==> config.mk <==
export PLATFORM = sky130hd
export DESIGN_NAME = a2d_seq
export DESIGN_NICKNAME = d
export VERILOG_FILES = /design/src/rtl/a2d_seq.sv
export SDC_FILE = /design/constraint.sdc
export NUM_CORES = 1
export LEC_CHECK = 0
export CAP_MARGIN = 10
export CORE_MARGIN = 4
export CORE_UTILIZATION = 45
export CTS_CLUSTER_DIAMETER = 100
export DETAILED_ROUTE_END_ITERATION = 7
export HOLD_SLACK_MARGIN = 0.12
export PLACE_DENSITY = 0.87
export SLEW_MARGIN = 20
export SYNTH_ARGS = -nofsm -noshare
export SYNTH_HDL_FRONTEND = slang
export SYNTH_SLANG_ARGS = --single-unit
==> constraint.sdc <==
create_clock -name clk -period 4.7 [get_ports clk]
set_input_delay 0.705 -clock clk [delete_from_list [all_inputs] [get_ports clk]]
set_output_delay 0.705 -clock clk [all_outputs]
set_load 0.05 [all_outputs]
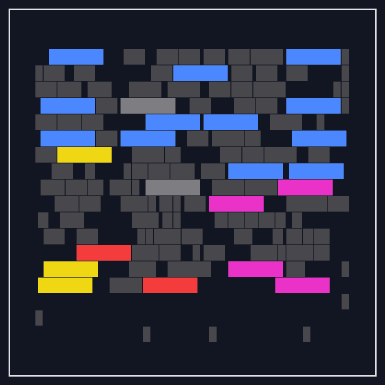
**Above:** run 1 (register map, names as in the netlist).
Scale: 6 px per um. Other sequential cells in the stronger grey, the rest of the logic in the fainter grey.
name in the netlist	colour	sequential cells
`state_q`	red	2
`res`	blue	12
`gap_cnt_q`	magenta	4
`cmd`	yellow	3
Post-Route Utilization: 62.2%
Seq/total area: 36.1%
Seq. pwr: 358 uW
sequential cell area: 576 sq um

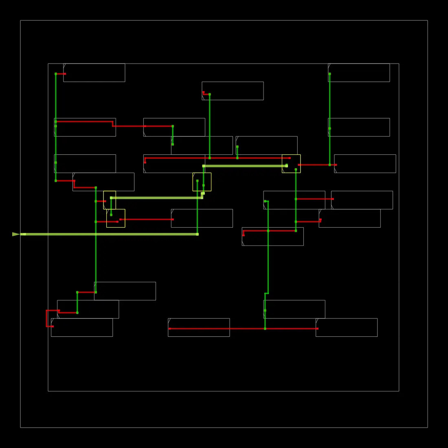
**Above:** run 1 (clock routing).
Layout clock buffers: 3
CTS sink count: 23
worst clock skew: 0.0148 ns

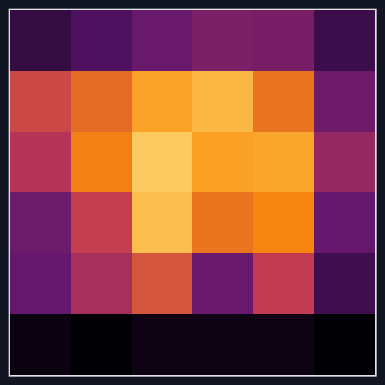
**Above:** run 1 (cell density map).
Scale: 6 px per um. 6 x 6 tiles, from black (low) to pale yellow (high), 0 to 100% covered.
tiles over 75% full	17%
nearly empty tiles	5.6%
fullest tile	89%
Core Util at FP: 49.0%
Core Area: 2570 sq um

==> out/metrics.cfg, run 1 <==
[outcome]
outcome = complete, no violations

[synthesis]
muxShareOfSynthArea_pct = 18.1
ys_top_logic_family = multiplexers
ys_seq_share_pct = 45.8
yosys.area_share.adder_pct = 6.97
yosys_warnings = 0
simple_gate_area_share_pct = 9.55
syn-instance-count = 96
ys_sh_xor_pct = 0
syn_area_sq_um = 1260
yosysUniqueCellTypes = 30
ys_area_sq_um = 1260
ys_cells = 96
yosys.area_share.aoi_pct = 8.56
ys.flops = 23
syn_avg_cell_area_sq_um = 13.1

[setup_path]
worstPathRequired_ns = 3.99
worst-path-stages = 1
crit_slowest_cell = clkdlybuf4s50_1
arrival_ns = 1.53
cp_num_buf_inv = 1
crit_type = flip-flop to output port
cp-start-kind = flip-flop
worst_path_largest_cell_delay_ns = 0.82
critical_path.cell_chain = clkdlybuf4s50_1
r2r_slack_ns = 2.96
worst_setup_path_end_kind = output port
worstPathMaxFanout = 3
worst-r2r-cell-count = 5
critPathTopFamily = buffers and inverters

[detailed_routing]
ant_nets = 0
vias = 811
met1_length_um = 939
wl_met3_um = 233
via_per_inst = 5.01
drt_iter0_markers = 24
top_layer = met3
drtPass1Iterations = 4
wl_um = 2390
post-route-drc-count = 0
wl_met2_um = 1220
wl_per_cell_um = 14.8

[finish]
final_common_cell = clkdlybuf4s50_1
finalNetCount = 163
final_cells = 162
drive_gt1_share_pct = 21.2
largest_reg_flops = 12
fin_area_sq_um = 1600
n_fill_cell = 201
area_growth_pct = 27.0
final_cell_mix = 34 x clkdlybuf4s50_1, 23 x dfrtp_1, 13 x conb_1
diodes = 0

[final_timing]
final-hold-violation-count = 0
min_period_over_period_pct = 47.5
setup_tns_ns = 0
maxSlewHeadroom_pct = 64.1
period_minus_slack_ns = 2.23
setup_violations = 0
fmax_mhz = 448
rsz0062_at_grt = no
drv_slew = 0
tightest_slew_ns = 0.536

[global_routing]
grt_max_degree = 24
grt_pass1_vias = 867
antenna_found_initial = 0
grt_pass1_wl_um = 3780
overflow = 0
grt_usage_pct = 13.9

[floorplanning]
die_w_um = 60.9
ioPinCount = 53
row_count = 18
dieArea_sq_um = 3700
die_y_um = 60.9

[cts]
cts_post_setup_buffers_inserted = 0
cts_made_buffers = 3
cts_hold_buf = 0
cts.htree.levels = 1
post_cts_resized = 0
cts_root_buf = clkbuf_4
cts_tree = built
clkLatencyLatePin_ns = 0.32
clk_pin_slew_worst_paths_ns = 0.13
clk_path_buf_depth = 2

[place]
gp_congestion = 0.708
placedCellCount = 158
placed_area_sq_um = 1570
port_buffers = 35
dp.final_hpwl_um = 1840

[pwr]
p_leak_nw = 0.752
vdd.ir_drop.worst_uv = 568
power_density_nw_per_um2 = 777
power_mw = 1.24

[worst_hold_path]
hold_class = input port to asynchronous set/reset pin

[flow_run]
warnings = 35
maxCapViolations = 0

run 1: metrics by stage:
step / hold slack [ns] / setup slack (ns)
global placement: 0.486 / 2.68
finish: 0.339 / 2.47
floorplan: 0.409 / 3.16
detailed placement: 0.495 / 2.65
global route: 0.346 / 2.40
CTS: 0.523 / 2.44
run 1: report_power, final:
part / switching, mW / internal (mW)
combinational: 0.466 / 0.325
sequential: 0.0657 / 0.292
clock: 0.0596 / 0.0318
total: 0.592 / 0.649
run 1: synth_stat cells:
cell | instances | area share (%)
nand2_4 | 1 | 0.90
and3_1 | 1 | 0.50
inv_2 | 1 | 0.30
buf_4 | 14 | 8.4
a21o_1 | 1 | 0.60
nand3_1 | 4 | 1.6
o21ai_0 | 1 | 0.40
o211ai_1 | 1 | 0.60
o32ai_1 | 1 | 0.70
mux2i_1 | 1 | 0.80
and2b_4 | 1 | 0.80
nor2_1 | 1 | 0.30
ha_1 | 7 | 7.0
nand3b_2 | 1 | 0.90
a311o_1 | 1 | 0.80
nor3b_4 | 1 | 1.5
buf_6 | 1 | 0.90
o311ai_1 | 1 | 0.70
a2111oi_2 | 1 | 1.2
nand2_1 | 3 | 0.90
o221a_4 | 1 | 1.6
mux2_4 | 10 | 12
mux2_2 | 6 | 5.4
dfrtp_1 | 23 | 46
o32a_1 | 1 | 0.80
conb_1 | 1 | 0.30
a22oi_1 | 2 | 1.2
nand2b_1 | 2 | 0.99
inv_1 | 4 | 1.2
nand3b_1 | 2 | 1.2
run 1: cells by family (layout without fill, tap and decap cells):
logic type               count (synthesis)  count (layout)
adder cells (fa/ha/maj)                  7               7
multiplexers                            17              17
AND/OR/NAND/NOR                         17              17
flip-flops                              23              23
AND-OR/OR-AND                           11              11
buffers and inverters                   20              44
other                                    1              13
run 1: area by class of cell:
cell class | count | area, sq um | area share, %
Clock inverter | 1 | 5.00 | 0.313
Sequential cell | 23 | 576 | 36.1
Tap cell | 30 | 37.5 | 2.35
Multi-Input combinational cell | 65 | 592 | 37.1
Timing Repair Buffer | 35 | 345 | 21.6
Clock buffer | 3 | 22.5 | 1.41
Inverter | 5 | 18.8 | 1.18
run 1: layer usage:
| layer | vias up | global-route usage (%) |
|---|---|---|
| met3 | 0 | 7.02 |
| met5 | - | 0 |
| li1 | 386 | - |
| met2 | 39 | 24.3 |
| met1 | 386 | 15.7 |
| met4 | 0 | 1.86 |
--- run 2 (diff from run 1) ---
- CORE_UTILIZATION: 45 -> 42
- PLACE_DENSITY: 0.87 -> 0.82
- clock period: 4.7 -> 2.3 ns (I/O delays scaled with it)
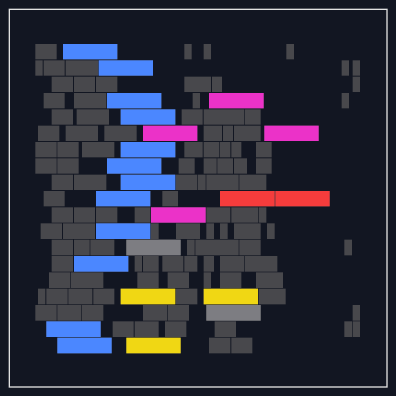
**Above:** run 2 (register map, names as in the netlist).
Scale: 6 px per um. Other sequential cells in the stronger grey, the rest of the logic in the fainter grey.
name in the netlist	colour	sequential cells
`res`	blue	12
`gap_cnt_q`	magenta	4
`state_q`	red	2
`cmd`	yellow	3
Seq/total area: 35.8%
Post-Route Utilization: 57.4%
Seq. pwr: 736 uW

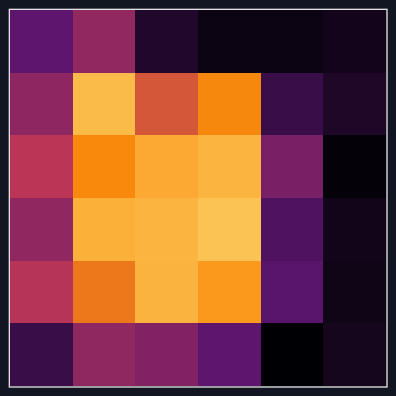
**Above:** run 2 (cell density map).
Scale: 6 px per um. 6 x 6 tiles, from black (low) to pale yellow (high), 0 to 100% covered.
mean over tiles	40%
tiles over 75% full	22%
nearly empty tiles	5.6%
densest ninth of the die	middle
fullest tile	87%
Core Area: 2810 sq um
Core Util at FP: 44.8%

==> out/metrics.cfg, run 2 <==
[setup_path]
worst_path_largest_cell_delay_ns = 0.82
critical_path.cell_chain = clkdlybuf4s50_1
cp_num_buf_inv = 1
cp-start-kind = flip-flop
critPathTopFamily = buffers and inverters
crit_type = flip-flop to output port
worstPathMaxFanout = 3
worst-path-stages = 1
worst-r2r-cell-count = 5
r2r_slack_ns = 0.55
worstPathRequired_ns = 1.96
crit_slowest_cell = clkdlybuf4s50_1
arrival_ns = 1.51
worst_setup_path_end_kind = output port

[detailed_routing]
post-route-drc-count = 0
vias = 815
ant_nets = 0
drtPass1Iterations = 2
wl_per_cell_um = 14.4
wl_um = 2360
drt_iter0_markers = 2
via_per_inst = 4.97

[synthesis]
ys_top_cells_by_count = 23 x dfrtp_1, 14 x buf_4, 10 x mux2_4
yosys.area.top_type_share_pct = 45.8
yosys.area_share.aoi_pct = 8.56
largest_area_cell = dfrtp_1
yosys.area_share.adder_pct = 6.97
ys.flops = 23
syn_avg_cell_area_sq_um = 13.1
yosysUniqueCellTypes = 30
simple_gate_area_share_pct = 9.55
syn_area_sq_um = 1260
synth-edff-count = 0
ys_seq_share_pct = 45.8
ff_type = dfrtp_1
muxShareOfSynthArea_pct = 18.1
async_reset_ff_share_pct = 100
yosys-top-cells-area = dfrtp_1 46%, mux2_4 12%, buf_4 8.4%, ha_1 7.0%, mux2_2 5.4%
yosys_warnings = 0
ys_area_sq_um = 1260
ys_top_logic_family = multiplexers
ys_sh_xor_pct = 0
synth_top_cell_by_count = dfrtp_1
syn-instance-count = 96
ys_cells = 96

[final_timing]
rsz0062_at_grt = no
period_minus_slack_ns = 1.86
drv_slew = 0
setup_slack_ns = 0.444
setup_violations = 0
final-hold-violation-count = 0
setup_tns_ns = 0
tightest_slew_ns = 0.525
maxSlewHeadroom_pct = 64.9
min_period_over_period_pct = 80.7
fmax_mhz = 539
fin_skew_ns = 0.0110

[global_routing]
grt_max_degree = 24
antenna_found_initial = 0
overflow = 0
grt_usage_pct = 13.0
grt_pass1_wl_um = 4200
met2_usage_pct = 22.9
top_usage_layer = met2
grt_pass1_vias = 964
use_met3_pct = 5.04
gr-usage-met1_pct = 14.7

[pwr]
internal_power_mw = 1.33
power_switching_share_pct = 47.6
vdd.ir_drop.worst_uv = 950
p_leak_nw = 0.754
power_density_nw_per_um2 = 1580
power.share.clock_pct = 7.2
power.switching_mw = 1.21
power.share.combinational_pct = 63.9
power_frac_seq_pct = 28.9

[cts]
cts_root_buf = clkbuf_4
clkLatencyLatePin_ns = 0.30
cts_tree = built
clk_pin_slew_worst_paths_ns = 0.13
post_cts_resized = 0
cts.sinks = 23
clk_path_buf_depth = 2
cts_post_setup_buffers_inserted = 0
cts_hold_buf = 0
cts.htree.levels = 1
cts_made_buffers = 3

[finish]
final_common_cell = clkdlybuf4s50_1
area_growth_pct = 28.0
diodes = 0
final_cell_mix = 35 x clkdlybuf4s50_1, 23 x dfrtp_1, 13 x conb_1
finalNetCount = 164
largest_reg_flops = 12
drive_gt1_share_pct = 20.3

[floorplanning]
row_count = 19
die_y_um = 62.7
ioPinCount = 53
die_w_um = 62.7
dieArea_sq_um = 3930

[worst_hold_path]
hold_class = input port to asynchronous set/reset pin

[place]
gp_congestion = 0.795
port_buffers = 35
dp.final_hpwl_um = 1920
place_ws_ns = 0.567

[flow_run]
warnings = 35
maxCapViolations = 0

[outcome]
outcome = complete, no violations

==> run 2: stage by stage <==
stage,instance area (sq um),total power [mW],util (%),hold WS [ns],instances
after floorplan,1300,1.93,-,0.0494,108
after global placement,1580,2.32,56.4,0.487,160
after detailed placement,1580,2.37,56.4,0.493,160
after CTS,1610,2.56,57.4,0.386,164
after global routing,1610,2.70,57.4,0.390,164
final,1610,2.54,57.4,0.374,164
==> run 2: power groups by stage <==
stage / Combinational [mW] / Sequential (mW) / Clock [mW]
2_1_floorplan: 0.680 / 1.25 / 0
3_3_place_gp: 1.59 / 0.732 / 0
3_5_place_dp: 1.64 / 0.738 / 0
4_1_cts: 1.64 / 0.738 / 0.184
5_1_grt: 1.73 / 0.769 / 0.204
6_report: 1.62 / 0.736 / 0.182
==> run 2: layout make-up <==
cell class | instances | area [sq um]
multi-input cells | 65 | 592
repair buffers | 36 | 358
fillers | 231 | 1200
well taps | 31 | 38.8
clock buffers | 4 | 26.3
flip-flops and latches | 23 | 576
inverters | 5 | 18.8
==> run 2: worst reg2reg max path: stages, from the launching register on <==
cell and delay, ns:
dfrtp_1 0.43, inv_1 0.12, ha_1 0.37, nand2b_1 0.18, and3_1 0.22, a311o_1 0.32
==> run 2: per-layer routing <==
layer	vias to the layer above	part of all wire, %
li1	388	-
met1	385	42
met2	38	48
met3	4	9.1
met4	0	0.97
met5	-	0
==> run 2: cell families after synthesis <==
logic type | count (synthesis)
DFF | 23
and+or+nand+nor | 17
muxes | 17
AOI/OAI and AO/OA | 11
other | 1
adders and majority gates | 7
buffers and inverters | 20
Power is estimated from default activity; no workload was simulated.
